Fig. 1: wire density map
17 x 17 tiles, from dark blue (low) to red (high), scaled to the fullest tile. Values are wire area over tile area, all layers added.
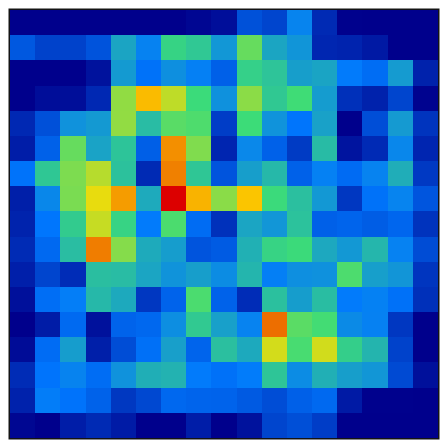
Fig. 2: clock network drawn from the DEF
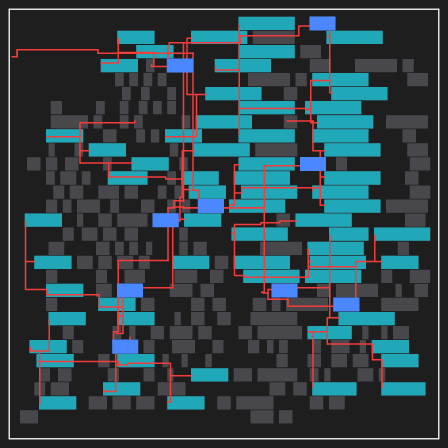
Fig. 3: placed standard cells
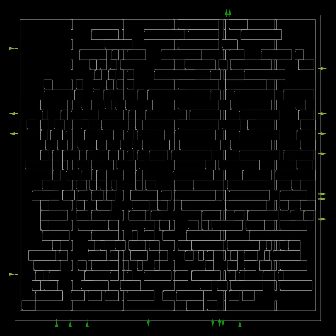
<file path="src/rtl/spi_rx_ctrl.sv">
// SPI receive controller: synchronizes CS/SCLK/SDI, assembles MSB-first bytes
// and queues them in a first-word-fall-through FIFO with overflow/abort flags.
// Ports: CLK/RST (sync, active-high); CS/SCLK/SDI async serial inputs;
// RX_DATA/RX_VALID/RX_READY consumer handshake; RX_OVF sticky drop flag;
// FRAME_ERR one-cycle abort pulse; BUSY while receiving; FIFO_LEVEL occupancy.
module spi_rx_ctrl #(
  parameter int FIFO_DEPTH  = 4,
  parameter int SYNC_STAGES = 2
) (
  input  logic                          CLK,
  input  logic                          RST,
  input  logic                          CS,
  input  logic                          SCLK,
  input  logic                          SDI,
  output logic [7:0]                    RX_DATA,
  output logic                          RX_VALID,
  input  logic                          RX_READY,
  output logic                          RX_OVF,
  output logic                          FRAME_ERR,
  output logic                          BUSY,
  output logic [$clog2(FIFO_DEPTH):0]   FIFO_LEVEL
);

  localparam int AW = $clog2(FIFO_DEPTH);
  localparam int LW = AW + 1;

  typedef enum logic [1:0] {
    IDLE,
    RECV,
    ABORT
  } state_t;

  logic [SYNC_STAGES-1:0] cs_sync_q;
  logic [SYNC_STAGES-1:0] sclk_sync_q;
  logic [SYNC_STAGES-1:0] sdi_sync_q;
  logic                   cs_prev_q;
  logic                   sclk_prev_q;

  logic cs_s, sclk_s, sdi_s;
  logic sclk_rise, cs_fall, cs_rise;

  state_t      state_q, state_d;
  logic [3:0]  bit_cnt_q, bit_cnt_d;
  logic [7:0]  shift_q, shift_d;
  logic        push_w;

  logic [7:0]    mem_q [FIFO_DEPTH];
  logic [AW-1:0] wr_ptr_q, rd_ptr_q;
  logic [LW-1:0] level_q, level_d;
  logic          ovf_q;
  logic          pop_w, full_w, wr_en_w;

  assign cs_s   = cs_sync_q[SYNC_STAGES-1];
  assign sclk_s = sclk_sync_q[SYNC_STAGES-1];
  assign sdi_s  = sdi_sync_q[SYNC_STAGES-1];

  assign sclk_rise = sclk_s & ~sclk_prev_q;
  assign cs_fall   = ~cs_s & cs_prev_q;
  assign cs_rise   = cs_s & ~cs_prev_q;

  always_ff @(posedge CLK) begin
    if (RST) begin
      cs_sync_q   <= '1;
      sclk_sync_q <= '1;
      sdi_sync_q  <= '1;
      cs_prev_q   <= 1'b1;
      sclk_prev_q <= 1'b1;
    end else begin
      cs_sync_q   <= {cs_sync_q[SYNC_STAGES-2:0], CS};
      sclk_sync_q <= {sclk_sync_q[SYNC_STAGES-2:0], SCLK};
      sdi_sync_q  <= {sdi_sync_q[SYNC_STAGES-2:0], SDI};
      cs_prev_q   <= cs_s;
      sclk_prev_q <= sclk_s;
    end
  end

  // A count of 8 means a finished byte waiting one cycle to be pushed; the
  // count drops back to 0 in the push cycle so the next byte has no gap.
  assign push_w = (bit_cnt_q == 4'd8);

  always_comb begin
    state_d   = state_q;
    bit_cnt_d = push_w ? 4'd0 : bit_cnt_q;
    shift_d   = shift_q;
    case (state_q)
      IDLE: begin
        if (cs_fall) begin
          state_d   = RECV;
          bit_cnt_d = 4'd0;
          shift_d   = 8'h00;
        end
      end
      RECV: begin
        if (sclk_rise) begin
          bit_cnt_d = (push_w ? 4'd0 : bit_cnt_q) + 4'd1;
          shift_d   = {shift_q[6:0], sdi_s};
        end
        // CS rise is judged on the count after this cycle's SCLK rise;
        // a just-completed byte still gets pushed from IDLE.
        if (cs_rise) begin
          if (bit_cnt_d == 4'd0 || bit_cnt_d == 4'd8) begin
            state_d = IDLE;
          end else begin
            state_d = ABORT;
          end
        end
      end
      ABORT: begin
        state_d   = IDLE;
        bit_cnt_d = 4'd0;
        shift_d   = 8'h00;
      end
      default: begin
        state_d   = IDLE;
        bit_cnt_d = 4'd0;
        shift_d   = 8'h00;
      end
    endcase
  end

  always_ff @(posedge CLK) begin
    if (RST) begin
      state_q   <= IDLE;
      bit_cnt_q <= 4'd0;
      shift_q   <= 8'h00;
    end else begin
      state_q   <= state_d;
      bit_cnt_q <= bit_cnt_d;
      shift_q   <= shift_d;
    end
  end

  // A pop in the same cycle frees a slot, so a full FIFO still accepts.
  assign pop_w   = (level_q != '0) & RX_READY;
  assign full_w  = (level_q == LW'(FIFO_DEPTH));
  assign wr_en_w = push_w & (~full_w | pop_w);

  always_comb begin
    level_d = level_q;
    if (wr_en_w && !pop_w) begin
      level_d = level_q + LW'(1);
    end else if (!wr_en_w && pop_w) begin
      level_d = level_q - LW'(1);
    end
  end

  always_ff @(posedge CLK) begin
    if (!RST && wr_en_w) begin
      mem_q[wr_ptr_q] <= shift_q;
    end
  end

  always_ff @(posedge CLK) begin
    if (RST) begin
      wr_ptr_q <= '0;
      rd_ptr_q <= '0;
      level_q  <= '0;
      ovf_q    <= 1'b0;
    end else begin
      level_q <= level_d;
      if (wr_en_w) begin
        wr_ptr_q <= wr_ptr_q + AW'(1);
      end
      if (pop_w) begin
        rd_ptr_q <= rd_ptr_q + AW'(1);
      end
      if (push_w && full_w && !pop_w) begin
        ovf_q <= 1'b1;
      end
    end
  end

  assign RX_VALID   = (level_q != '0);
  assign RX_DATA    = RX_VALID ? mem_q[rd_ptr_q] : 8'h00;
  assign RX_OVF     = ovf_q;
  assign FRAME_ERR  = (state_q == ABORT);
  assign BUSY       = (state_q == RECV);
  assign FIFO_LEVEL = level_q;

endmodule

</file>
<file path="config.mk">
export PLATFORM = sky130hd
export DESIGN_NAME = spi_rx_ctrl
export DESIGN_NICKNAME = d
export VERILOG_FILES = /design/src/rtl/spi_rx_ctrl.sv
export SDC_FILE = /design/constraint.sdc
export NUM_CORES = 1
export LEC_CHECK = 0
export CELL_PAD_IN_SITES_DETAIL_PLACEMENT = 1
export CELL_PAD_IN_SITES_GLOBAL_PLACEMENT = 1
export CORE_UTILIZATION = 40
export CTS_BUF_LIST = sky130_fd_sc_hd__clkbuf_2 sky130_fd_sc_hd__clkbuf_4 sky130_fd_sc_hd__clkbuf_8
export DETAILED_ROUTE_END_ITERATION = 6
export MAX_ROUTING_LAYER = met4
export PLACE_DENSITY_LB_ADDON = 0.1
export SYNTH_ARGS = -nofsm -noshare
export SYNTH_HDL_FRONTEND = slang
export SYNTH_SLANG_ARGS = --single-unit
export TNS_END_PERCENT = 5
</file>
<file path="constraint.sdc">
create_clock -name CLK -period 2.21 [get_ports CLK]
set_clock_uncertainty 0.2 [all_clocks]
set_input_delay 0.442 -clock CLK [delete_from_list [all_inputs] [get_ports CLK]]
set_output_delay 0.442 -clock CLK [all_outputs]
set_load 0.05 [all_outputs]
</file>
==> run summary <==
flow finished, numbers: global-route congestion overflow total=0, number of flops mapped to enable cells by yosys=32, top area contributor share=between 30 and 40%, top sig layer=met4, max-slew violation total from the final report=0, met3 WL post-DR=142 um, invs w/o clock=6, global placement routability congestion=between 0.8 and 0.9, type of origin of the critical path=flip-flop, CTS Buffer Depth=2, Post-Synthesis Net Count=around 210, flip-flop count of the largest register, all copies and words added=32, most used flip-flop cell=edfxtp_1, Worst Path Class, Setup=reg2out, clkbuf count=11, count of synthesis-stage warnings from yosys=0, count of warning messages emitted by the tools=31, Most flops, register=mem_q, min Tclk post-route=roughly 2300 ps, final layout net count=~250, required time worst endpoint=about 1600 ps, hold buffers post-CTS=0, Post-route DRC=0, maximum vdd drop=slightly below 0.0006 V, Max FO, Critical Path=8, Cell Chain, Critical Path=buf_12, mux4_2, and2b_1, buf_6, fraction of the core area occupied by cells at floorplan=41.4%, antenna violations before repair=0, RSZ-0062 raised after global routing=true, Netlist Area Pre-Place=2610 um^2, accumulated negative setup slack=-411 ps, count of buffering cells on the critical path with inverters included=2, layout multi-input combinational cell count=117, slew at the pin closest to its max-slew limit=between 500 and 600 ps, vias per std cell=5.23, cell type group with the largest total delay on the critical path=multiplexers, flip-flop and latch count=around 64, total met2 wirelength after detailed routing=2870 um, clock-pin slew on the worst setup and hold paths=~60 ps, slowest cell delay on critical path=between 400 and 500 ps, total of max-cap violations=0, TritonCTS Buffers=9, sequential-to-total area share from yosys stat=between 60% and 70%, overall power=roughly 2.6 mW, placement-stage cell area=a little over 3000 um^2, Yosys Instances=197, worst r2r dst=FIFO_LEVEL[2], total routed wirelength=5370 um, Setup WS post-layout=-73.0 ps, RR Startpoint=bit_cnt_q[0], Ports=21, iteration tally of the first detailed-router pass=4, pre-CTS setup slack=-646 ps, # diodes=0, total instance count after detailed placement=305, register area=between 1500 and 2000 um^2, Layout clock area frac=under 10%, fraction of area in non-clock buffers=a little under an eighth, leading post-synthesis cells by instance count=dfxtp_1, edfxtp_1, nand3_1, a21oi_1, nor2b_1, static power due to leakage=roughly 1.2 nW, Worst Hold Slack=about 220 ps, share of flip-flops with an asynchronous set or reset=0%, clk latency late pin=between 300 and 400 ps, CTS-repair resized insts=12, global-route wire length before repair=8760 um, cell at the slowest stage of the critical path=mux4_2, routed wire length per instance=~17 um, number of hold-slack violations in the final timing report=0, violated checks=setup timing, y dimension of the die=82.8 um, die footprint=6860 um^2, critical path depth=4, largest registers ranked by flip-flop count=mem_q: 32 flops, shift_q: 8 flops, bit_cnt_q: 4 flops, number of setup violations in the final report=9, Post-Layout Inst Area=between 3000 and 4000 um^2, Port-buffer cells=20, distinct cell type count after synthesis=39, Area growth, synth to finish=24.8%, clk root buf=clkbuf_8, floorplan die width=just over 80 um, capture point of the worst path=RX_DATA[4], Post-CTS Setup Bufs=0, placeable core area=between 6000 and 7000 um^2, TritonCTS clock tree=built, detailed-route via count=about 1700, number of sinks on the clock net=approximately 64, power per cell area=811 nW/um^2, largest net degree at the start of global routing=12, Antenna Violating Nets Remaining=0, well tap count=slightly below 80, category of the worst setup path capture point=output pin, area of the multi-input gates=981 um^2, worst min path class=reg2reg, area reported by Yosys stat=~2600 um^2, per-instance average area after synthesis=about 13 um^2, Gate Count Post-Synth=197, f_max=438 MHz, number of cells traversed by the worst register-to-register path=9, R2R Setup Slk=-10 ps, global-route total usage across every layer=17.5%, status=finished, violations left
-- Fig. 1 (at the start) --
12% of the tiles are over half the peak. 12% of the tiles are nearly empty. The fullest tile reaches 0.45. The mean over all tiles is 0.12.

-- Fig. 2 (at the start) --
Key: red = clock wires [length 780 um]; blue = clock-net drivers [count 9]; cyan = flip-flops [count 64]
There are 10 routed clock nets. Position of the flops: spread over the die.

-- Fig. 3 (at the start) --
# fillers: 657
Site Rows: 29
register fraction of the total cell area: 49.5%
filler-free cell count of the finished design: 321
share of the core filled with cells: 51.7%

==> worst register-to-register path, cell delays in order, from the launching register on <==
cell	delay [ps]
dfxtp_2	330
nor3_4	290
nand3b_4	120
inv_4	80
ha_4	120
inv_1	50
fa_2	340
xor2_1	160
or3_1	300
a21oi_1	140
==> per-layer routing <==
metal	vias up	global-route usage, %
met5	-	-
met4	0	7.99
met3	7	5.07
met2	23	29.9
met1	851	18.7
li1	798	-
==> cells by family after synthesis <==
logic type,count (synthesis),share of synthesized area (%)
AND-OR/OR-AND,22,4.98
multiplexers,12,8.66
buffers and inverters,16,2.54
flip-flops,64,61.3
adder cells (fa/ha/maj),7,3.64
XOR/XNOR,5,1.68
AND/OR/NAND/NOR,71,17.2
==> cells in the final DEF (no fill, tap or decap), drive strengths merged, types with 5 or more instances in the layout <==
cell           count
xor2               5
clkdlybuf4s50      5
mux4               8
nand3             20
clkbuf            11
inv                6
edfxtp            32
or2                9
a21oi             13
ha                 6
dfxtp             32
nor2b             10
buf               34
clkinv             5
nor2               9
==> worst min-delay path by stage <==
| stage | startpoint | slack (ps) | cells after the start | to |
|---|---|---|---|---|
| finish | sclk_sync_q[0] | 220 | 1 | sclk_sync_q[1] |
| global route | sclk_sync_q[0] | 230 | 1 | sclk_sync_q[1] |
| CTS | sclk_sync_q[0] | 220 | 1 | sclk_sync_q[1] |
| detailed placement | sdi_sync_q[0] | 200 | 1 | sdi_sync_q[1] |
| global placement | sdi_sync_q[0] | 200 | 1 | sdi_sync_q[1] |
| floorplan | cs_sync_q[0] | 190 | 1 | cs_sync_q[1] |
==> report_power, final <==
group	internal [mW]	switching (mW)	leakage [nW]	total, mW
logic	0.215	0.295	0.532	0.510
clock network	0.420	0.414	0.0911	0.834
registers	1.26	0.0387	0.560	1.30
total	1.90	0.749	1.18	2.64
Power is estimated from default activity; no workload was simulated.
